class_map.png
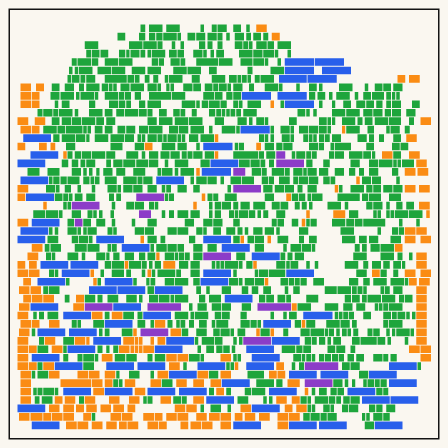
util_map.png
14 x 14 tiles, from white (low) to dark blue (high), 0 to 100% covered.
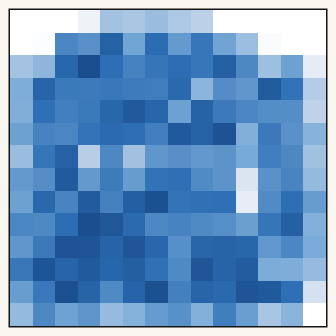
`config.mk`:
```
export PLATFORM = sky130hd
export DESIGN_NAME = replay_ctrl
export DESIGN_NICKNAME = d
export VERILOG_FILES = /design/src/rtl/replay_pkg.sv /design/src/rtl/replay_timer.sv /design/src/rtl/replay_ctrl.sv
export SDC_FILE = /design/constraint.sdc
export NUM_CORES = 1
export LEC_CHECK = 0
export CORE_MARGIN = 2
export CORE_UTILIZATION = 53
export CTS_CLUSTER_DIAMETER = 30
export DETAILED_ROUTE_END_ITERATION = 7
export GPL_TIMING_DRIVEN = 0
export HOLD_SLACK_MARGIN = 0.08
export PLACE_DENSITY = 0.79
export SLEW_MARGIN = 25
export SYNTH_ARGS = -nofsm -noshare
export SYNTH_HDL_FRONTEND = slang
export SYNTH_SLANG_ARGS = --single-unit
```
`constraint.sdc`:
```
create_clock -name clk -period 18.2 [get_ports clk]
set_clock_uncertainty 0.2 [all_clocks]
set_input_delay 4.55 -clock clk [delete_from_list [all_inputs] [get_ports clk]]
set_output_delay 4.55 -clock clk [all_outputs]
set_load 0.01 [all_outputs]
```
`src/rtl/replay_pkg.sv`:
```
// Shared types and sequence-number helpers for the data-link replay controller.
// All sequence arithmetic is modulo 2^SEQ_W; subtraction of seq_t values wraps naturally.
package replay_pkg;

    localparam int SEQ_W = 12;

    typedef logic [SEQ_W-1:0] seq_t;

    localparam seq_t       SEQ_ONE        = 12'd1;
    localparam logic [1:0] REPLAY_NUM_MAX = 2'd3;

    typedef enum logic [1:0] {
        NORMAL    = 2'd0,
        REPLAY_RD = 2'd1,
        REPLAY_TX = 2'd2
    } state_e;

    // An AckNak distance d is forward progress when it retires 1..count entries.
    function automatic logic seq_ack_in_window(input seq_t d, input seq_t count);
        return (d != '0) && (d <= count);
    endfunction

    // True when p lies in [base, base+span] on the modular sequence circle.
    function automatic logic seq_within(input seq_t p, input seq_t base, input seq_t span);
        seq_t off;
        off = p - base;
        return off <= span;
    endfunction

endpackage

```
`src/rtl/replay_timer.sv`:
```
// Replay timer: counts enabled cycles up to TIMER_LIMIT and holds there until cleared.
module replay_timer
    import replay_pkg::*;
#(
    parameter int TIMER_LIMIT = 1023
) (
    input  logic clk,
    input  logic rst_n,
    input  logic clr_i,
    input  logic en_i,
    output logic expire_o
);

    localparam int CNT_W = $clog2(TIMER_LIMIT + 1);
    localparam logic [CNT_W-1:0] LIMIT = CNT_W'(TIMER_LIMIT);

    logic [CNT_W-1:0] count_q;
    logic [CNT_W-1:0] count_d;

    always_comb begin
        count_d = count_q;
        if (clr_i) begin
            count_d = '0;
        end else if (en_i && (count_q != LIMIT)) begin
            count_d = count_q + CNT_W'(1);
        end
    end

    always_ff @(posedge clk or negedge rst_n) begin
        if (!rst_n) begin
            count_q <= '0;
        end else begin
            count_q <= count_d;
        end
    end

    assign expire_o = (count_q == LIMIT);

endmodule

```
`src/rtl/replay_ctrl.sv`:
```
// Data-link replay controller: numbers outgoing TLP words, logs them to an external
// replay RAM, retires them on ACK and retransmits the unacknowledged window on NAK/timeout.
module replay_ctrl
    import replay_pkg::*;
#(
    parameter int DATA_W      = 16,
    parameter int ADDR_W      = 11,
    parameter int TIMER_LIMIT = 1023
) (
    input  logic              clk,
    input  logic              rst_n,
    input  logic              tlp_valid,
    output logic              tlp_ready,
    input  logic [DATA_W-1:0] tlp_data,
    output logic              tx_valid,
    input  logic              tx_ready,
    output logic [DATA_W-1:0] tx_data,
    output logic [SEQ_W-1:0]  tx_seq,
    output logic              tx_replay,
    input  logic              dllp_valid,
    input  logic              dllp_nak,
    input  logic [SEQ_W-1:0]  dllp_seq,
    output logic              dllp_err,
    output logic              buf_wr_en,
    output logic [ADDR_W-1:0] buf_wr_addr,
    output logic [DATA_W-1:0] buf_wr_data,
    output logic              buf_rd_en,
    output logic [ADDR_W-1:0] buf_rd_addr,
    input  logic [DATA_W-1:0] buf_rd_data,
    output logic              replay_active,
    output logic              link_retrain,
    output logic [SEQ_W-1:0]  outstanding
);

    localparam int   CAPACITY_INT = 1 << ADDR_W;
    localparam seq_t CAPACITY     = SEQ_W'(CAPACITY_INT);

    state_e            state_q, state_d;
    seq_t              next_seq_q, next_seq_d;
    seq_t              ackd_seq_q, ackd_seq_d;
    seq_t              replay_ptr_q, replay_ptr_d;
    logic [1:0]        replay_num_q, replay_num_d;
    logic              replay_wait_q, replay_wait_d;
    logic              tx_valid_q, tx_valid_d;
    logic [DATA_W-1:0] tx_data_q, tx_data_d;
    seq_t              tx_seq_q, tx_seq_d;
    logic              tx_replay_q, tx_replay_d;
    logic              dllp_err_q, dllp_err_d;
    logic              link_retrain_q, link_retrain_d;
    logic              alive_q;

    seq_t outstanding_cur;
    seq_t dllp_dist;
    seq_t out_post;
    seq_t restart_seq;
    seq_t ptr_adv;
    logic full;
    logic tx_fire;
    logic tx_free;
    logic tlp_accept;
    logic dllp_progress;
    logic dllp_bad;
    logic replay_req;
    logic timer_clr;
    logic timer_en;
    logic timer_expire;

    assign outstanding_cur = next_seq_q - ackd_seq_q - SEQ_ONE;
    assign full            = (outstanding_cur == CAPACITY);
    assign tx_fire         = tx_valid_q && tx_ready;
    assign tx_free         = !tx_valid_q || tx_ready;
    // alive_q keeps the source stalled for the first cycle out of reset.
    assign tlp_ready       = alive_q && (state_q == NORMAL) && !replay_wait_q && !full && tx_free;
    assign tlp_accept      = tlp_valid && tlp_ready;

    assign dllp_dist       = dllp_seq - ackd_seq_q;
    assign dllp_progress   = dllp_valid && seq_ack_in_window(dllp_dist, outstanding_cur);
    assign dllp_bad        = dllp_valid && (dllp_dist != '0) && !dllp_progress;
    assign timer_en        = (state_q == NORMAL) && (outstanding_cur != '0);

    replay_timer #(
        .TIMER_LIMIT(TIMER_LIMIT)
    ) u_timer (
        .clk      (clk),
        .rst_n    (rst_n),
        .clr_i    (timer_clr),
        .en_i     (timer_en),
        .expire_o (timer_expire)
    );

    always_comb begin
        state_d        = state_q;
        next_seq_d     = next_seq_q;
        ackd_seq_d     = ackd_seq_q;
        replay_ptr_d   = replay_ptr_q;
        replay_num_d   = replay_num_q;
        replay_wait_d  = replay_wait_q;
        tx_valid_d     = tx_valid_q;
        tx_data_d      = tx_data_q;
        tx_seq_d       = tx_seq_q;
        tx_replay_d    = tx_replay_q;
        dllp_err_d     = dllp_bad;
        link_retrain_d = 1'b0;
        timer_clr      = 1'b0;
        buf_rd_en      = 1'b0;
        replay_req     = 1'b0;
        ptr_adv        = replay_ptr_q + SEQ_ONE;

        if (tx_fire) begin
            tx_valid_d = 1'b0;
        end

        // Purge is evaluated against the pre-accept window.
        if (dllp_progress) begin
            ackd_seq_d   = dllp_seq;
            replay_num_d = 2'd0;
            timer_clr    = 1'b1;
        end

        if (tlp_accept) begin
            next_seq_d  = next_seq_q + SEQ_ONE;
            tx_valid_d  = 1'b1;
            tx_data_d   = tlp_data;
            tx_seq_d    = next_seq_q;
            tx_replay_d = 1'b0;
        end

        out_post    = next_seq_d - ackd_seq_d - SEQ_ONE;
        restart_seq = ackd_seq_d + SEQ_ONE;

        case (state_q)
            NORMAL: begin
                replay_req = replay_wait_q
                           || (dllp_valid && !dllp_bad && dllp_nak)
                           || (timer_expire && (outstanding_cur != '0));
                if (replay_req) begin
                    if (out_post == '0) begin
                        replay_wait_d = 1'b0;
                    end else if (!tx_valid_d) begin
                        state_d       = REPLAY_RD;
                        replay_ptr_d  = restart_seq;
                        replay_wait_d = 1'b0;
                        timer_clr     = 1'b1;
                        if (replay_num_d == REPLAY_NUM_MAX) begin
                            link_retrain_d = 1'b1;
                            replay_num_d   = 2'd0;
                        end else begin
                            replay_num_d = replay_num_d + 2'd1;
                        end
                    end else begin
                        replay_wait_d = 1'b1;
                    end
                end
            end

            REPLAY_RD: begin
                buf_rd_en = 1'b1;
                if (!seq_within(replay_ptr_q, restart_seq, out_post)) begin
                    replay_ptr_d = restart_seq;
                    state_d      = (restart_seq == next_seq_q) ? NORMAL : REPLAY_RD;
                end else begin
                    state_d = REPLAY_TX;
                end
            end

            REPLAY_TX: begin
                if (!tx_valid_q) begin
                    // Read data is only valid this cycle; drop it if an ACK just retired it.
                    if (!seq_within(replay_ptr_q, restart_seq, out_post)) begin
                        replay_ptr_d = restart_seq;
                        state_d      = (restart_seq == next_seq_q) ? NORMAL : REPLAY_RD;
                    end else begin
                        tx_valid_d  = 1'b1;
                        tx_data_d   = buf_rd_data;
                        tx_seq_d    = replay_ptr_q;
                        tx_replay_d = 1'b1;
                    end
                end else if (tx_fire) begin
                    if (!seq_within(ptr_adv, restart_seq, out_post)) begin
                        ptr_adv = restart_seq;
                    end
                    replay_ptr_d = ptr_adv;
                    state_d      = (ptr_adv == next_seq_q) ? NORMAL : REPLAY_RD;
                end
            end

            default: begin
                state_d = NORMAL;
            end
        endcase
    end

    always_ff @(posedge clk or negedge rst_n) begin
        if (!rst_n) begin
            state_q        <= NORMAL;
            next_seq_q     <= '0;
            ackd_seq_q     <= '1;
            replay_ptr_q   <= '0;
            replay_num_q   <= 2'd0;
            replay_wait_q  <= 1'b0;
            tx_valid_q     <= 1'b0;
            tx_data_q      <= '0;
            tx_seq_q       <= '0;
            tx_replay_q    <= 1'b0;
            dllp_err_q     <= 1'b0;
            link_retrain_q <= 1'b0;
            alive_q        <= 1'b0;
        end else begin
            state_q        <= state_d;
            next_seq_q     <= next_seq_d;
            ackd_seq_q     <= ackd_seq_d;
            replay_ptr_q   <= replay_ptr_d;
            replay_num_q   <= replay_num_d;
            replay_wait_q  <= replay_wait_d;
            tx_valid_q     <= tx_valid_d;
            tx_data_q      <= tx_data_d;
            tx_seq_q       <= tx_seq_d;
            tx_replay_q    <= tx_replay_d;
            dllp_err_q     <= dllp_err_d;
            link_retrain_q <= link_retrain_d;
            alive_q        <= 1'b1;
        end
    end

    assign tx_valid      = tx_valid_q;
    assign tx_data       = tx_data_q;
    assign tx_seq        = tx_seq_q;
    assign tx_replay     = tx_replay_q;
    assign dllp_err      = dllp_err_q;
    assign link_retrain  = link_retrain_q;
    assign replay_active = (state_q != NORMAL);
    assign outstanding   = outstanding_cur;
    assign buf_wr_en     = tlp_accept;
    assign buf_wr_addr   = next_seq_q[ADDR_W-1:0];
    assign buf_wr_data   = tlp_data;
    assign buf_rd_addr   = replay_ptr_q[ADDR_W-1:0];

endmodule

```
==> changes_impl.md <==
### Implementation results

* Synthesis area per yosys at 9490 µm²
* Relative slew slack at 0.303
* CP max FO at 10
* Crit path max-delay family: AND-OR/OR-AND gates
* Largest net degree at the start of global routing at 64
* Most common library cells after synthesis: nand2_1, ha_1, inv_1
* Vias in the first global route at 8995
* Final worst-path setup slack at 2.10 ns
* Post-Syn Area at 9490 µm²
* Max Clk Rate at 0.0621 GHz
* Yosys top cell area share at 0.190
* Root buf cell: clkbuf_16
* Worst r2r src: ackd_seq_q[0]
* Ys Warns at 0
* Layout cell share with drive strength beyond 1 at 0.0886
* Hold Path Origin: tx_replay
* CP arrival at 16.11 ns
* WL/cell at 19.9 µm
* Port bufs at 134
* Sink Count at 84
* N_diodes at 0
* Setup TNS Final at 0 ns
* Worst setup SP type: input pin
* Synthesized net count at 1286
* R2R setup slack at 5.93 ns
* Post-CTS sizing at 0
* Ys async rst share at 1.00
* Post-place setup slack at 2.13 ns
* Buf/Inv on CP at 8
* Mean Syn Cell Area at 8.35 µm²
* Synth Seq Share at 0.223
* Synth area leader: dfrtp_1
* Worst skew pair latency at 0.36 ns
* Via count at 9116
* Cycle use final at 0.885
* Number of enable flip-flop cells at 0
* Via density at 6.03
* Nets@finish at 1432
* Routed Antenna Nets at 0
* Die W at 138 µm
* Post-synth cell types at 87
* Gr usage total at 0.324
* Max_cap viols at 0
* Post-route DRC at 0
* Hold EP: tx_replay
* Critical Path RT at 18.21 ns
* Endpoint class of the critical path: flop
* Slowest Stage Delay on Critical Path at 0.68 ns
* Ys flops at 84
* Top cells, area: dfrtp_1, ha_1, xnor2_1, xor2_1, mux2i_1
* Final Non-Filler Cells at 1512
* Worst reg2reg path depth at 43
* CTS Buf Count at 9
* Grt ovf at 0
* Die H at 138 µm
* Clock-pin transition on the worst setup and hold timing paths at 0.07 ns
* CP max-delay cell: a211oi_1
* Clk buf depth at 2
* Hold path depth at 1
* Final hold vios at 0
* Design area at 11500 µm²
* Crit path to: replay_ptr_q[9]
* Ports at 136
* Tool warnings at 31
* Main flop type after synthesis: dfrtp_1
* 1st-iter DRT viols at 870
* Post-detail-place hpwl at 23500 µm
* Routability Congestion at 0.989
* Area grow syn2layout at 21.2%
* Final setup fails at 0
* Period minus WS final at 16.10 ns
* Critical Path Stages at 42
* Reg-to-Reg End: replay_ptr_q[9]
* Yosys top cell by instances: nand2_1
* First-pass GRT wire length at 47100 µm
* Worst Hold Class: flop to flop
* TritonRoute pass-1 iters at 5
* Fin Hold WS at 0.297 ns
* Worst-Margin Slew at 1.04 ns
* RSZ-0062 raised after global routing: false
* DP Area at 11100 µm²
* Status: completed
* Crit path top cell by count: ha_1
* Mapped Cells at 1136
* # hold bufs at CTS at 0
* Die area at 19000 µm²
* Final WL at 30000 µm
* Worst Setup SP: dllp_seq[4]
* Max-slew violation count at 0
* Setup repair bufs after CTS at 0
* Worst setup path class: input pin to flop
* Initial antenna violation count at 0
* CTS tree: built
* Yosys stat cell total at 1136
* Max H-tree Level at 3
* Inst Count DP at 1496
About class_map.png:
[clock drivers and dummy loads] purple | cells: 16
[registers] blue | cells: 84
[remaining logic cells] green | cells: 969
[remaining buffers and delay cells] orange | cells: 218
Site Rows: 48
flop share of the area: 0.184

About util_map.png:
nearly empty tiles: 6.6%
fullest tile: 88%
tiles over 75% full: 27%
emptiest ninth of the die: north-east
mean over tiles: 59%
post-layout util: 0.660
core utilization at floorplan: 0.545
core area: 17400 µm²

## cells in the final DEF, fill, tap and decap left out, types with 10 or more instances in the layout
master	Yosys	layout
nand4_1	18	18
buf_4	39	39
xnor2_1	63	63
dfrtp_1	72	72
inv_1	81	81
clkbuf_1	34	34
a21oi_1	46	46
o21a_1	10	10
mux2i_1	38	38
nor2b_1	13	13
nor3_1	21	21
nand3_1	34	34
a21o_1	38	38
o22ai_1	11	11
clkdlybuf4s50_1	0	133
nand2b_1	10	10
and2_1	11	11
nor2_1	58	58
nand2_1	98	98
and3_1	29	29
dfstp_2	12	12
o21ai_0	62	62
ha_1	95	95
xor2_1	53	53
## registers in the layout (all words and copies together) (netlist names)
name / count
state_q: 2
replay_wait_q: 1
dllp_err: 1
tx_valid: 1
alive_q: 1
replay_num_q: 2
replay_ptr_q: 12
link_retrain: 1
tx_seq: 12
next_seq_q: 12
u_timer.count_q: 10
tx_data: 16
tx_replay: 1
ackd_seq_q: 12
## kinds of logic (layout without fill, tap and decap cells)
logic type,Yosys count,after routing,synth area share
other,1,1,0.000395
flip-flops,84,84,0.223
buffers and inverters,166,317,0.0840
adder cells (fa/ha/maj),105,105,0.142
AND-OR/OR-AND,262,262,0.189
multiplexers,58,58,0.0658
AND/OR/NAND/NOR,343,343,0.187
XOR/XNOR,117,117,0.109
## final cells by class
type / instances / area (µm²)
Buffer: 83 / 485
Clock buffer: 9 / 225
Clock inverter: 7 / 129
Fill cell: 1465 / 5920
Inverter: 83 / 312
Multi-Input combinational cell: 886 / 6580
Sequential cell: 84 / 2120
Tap cell: 225 / 282
Timing Repair Buffer: 135 / 1370
## per-layer routing
layer	routed length, µm	up-vias	track usage
li1	-	4328	-
met1	12600	4281	0.414
met2	13700	409	0.528
met3	2140	98	0.0600
met4	1520	0	0.155
met5	0	-	0
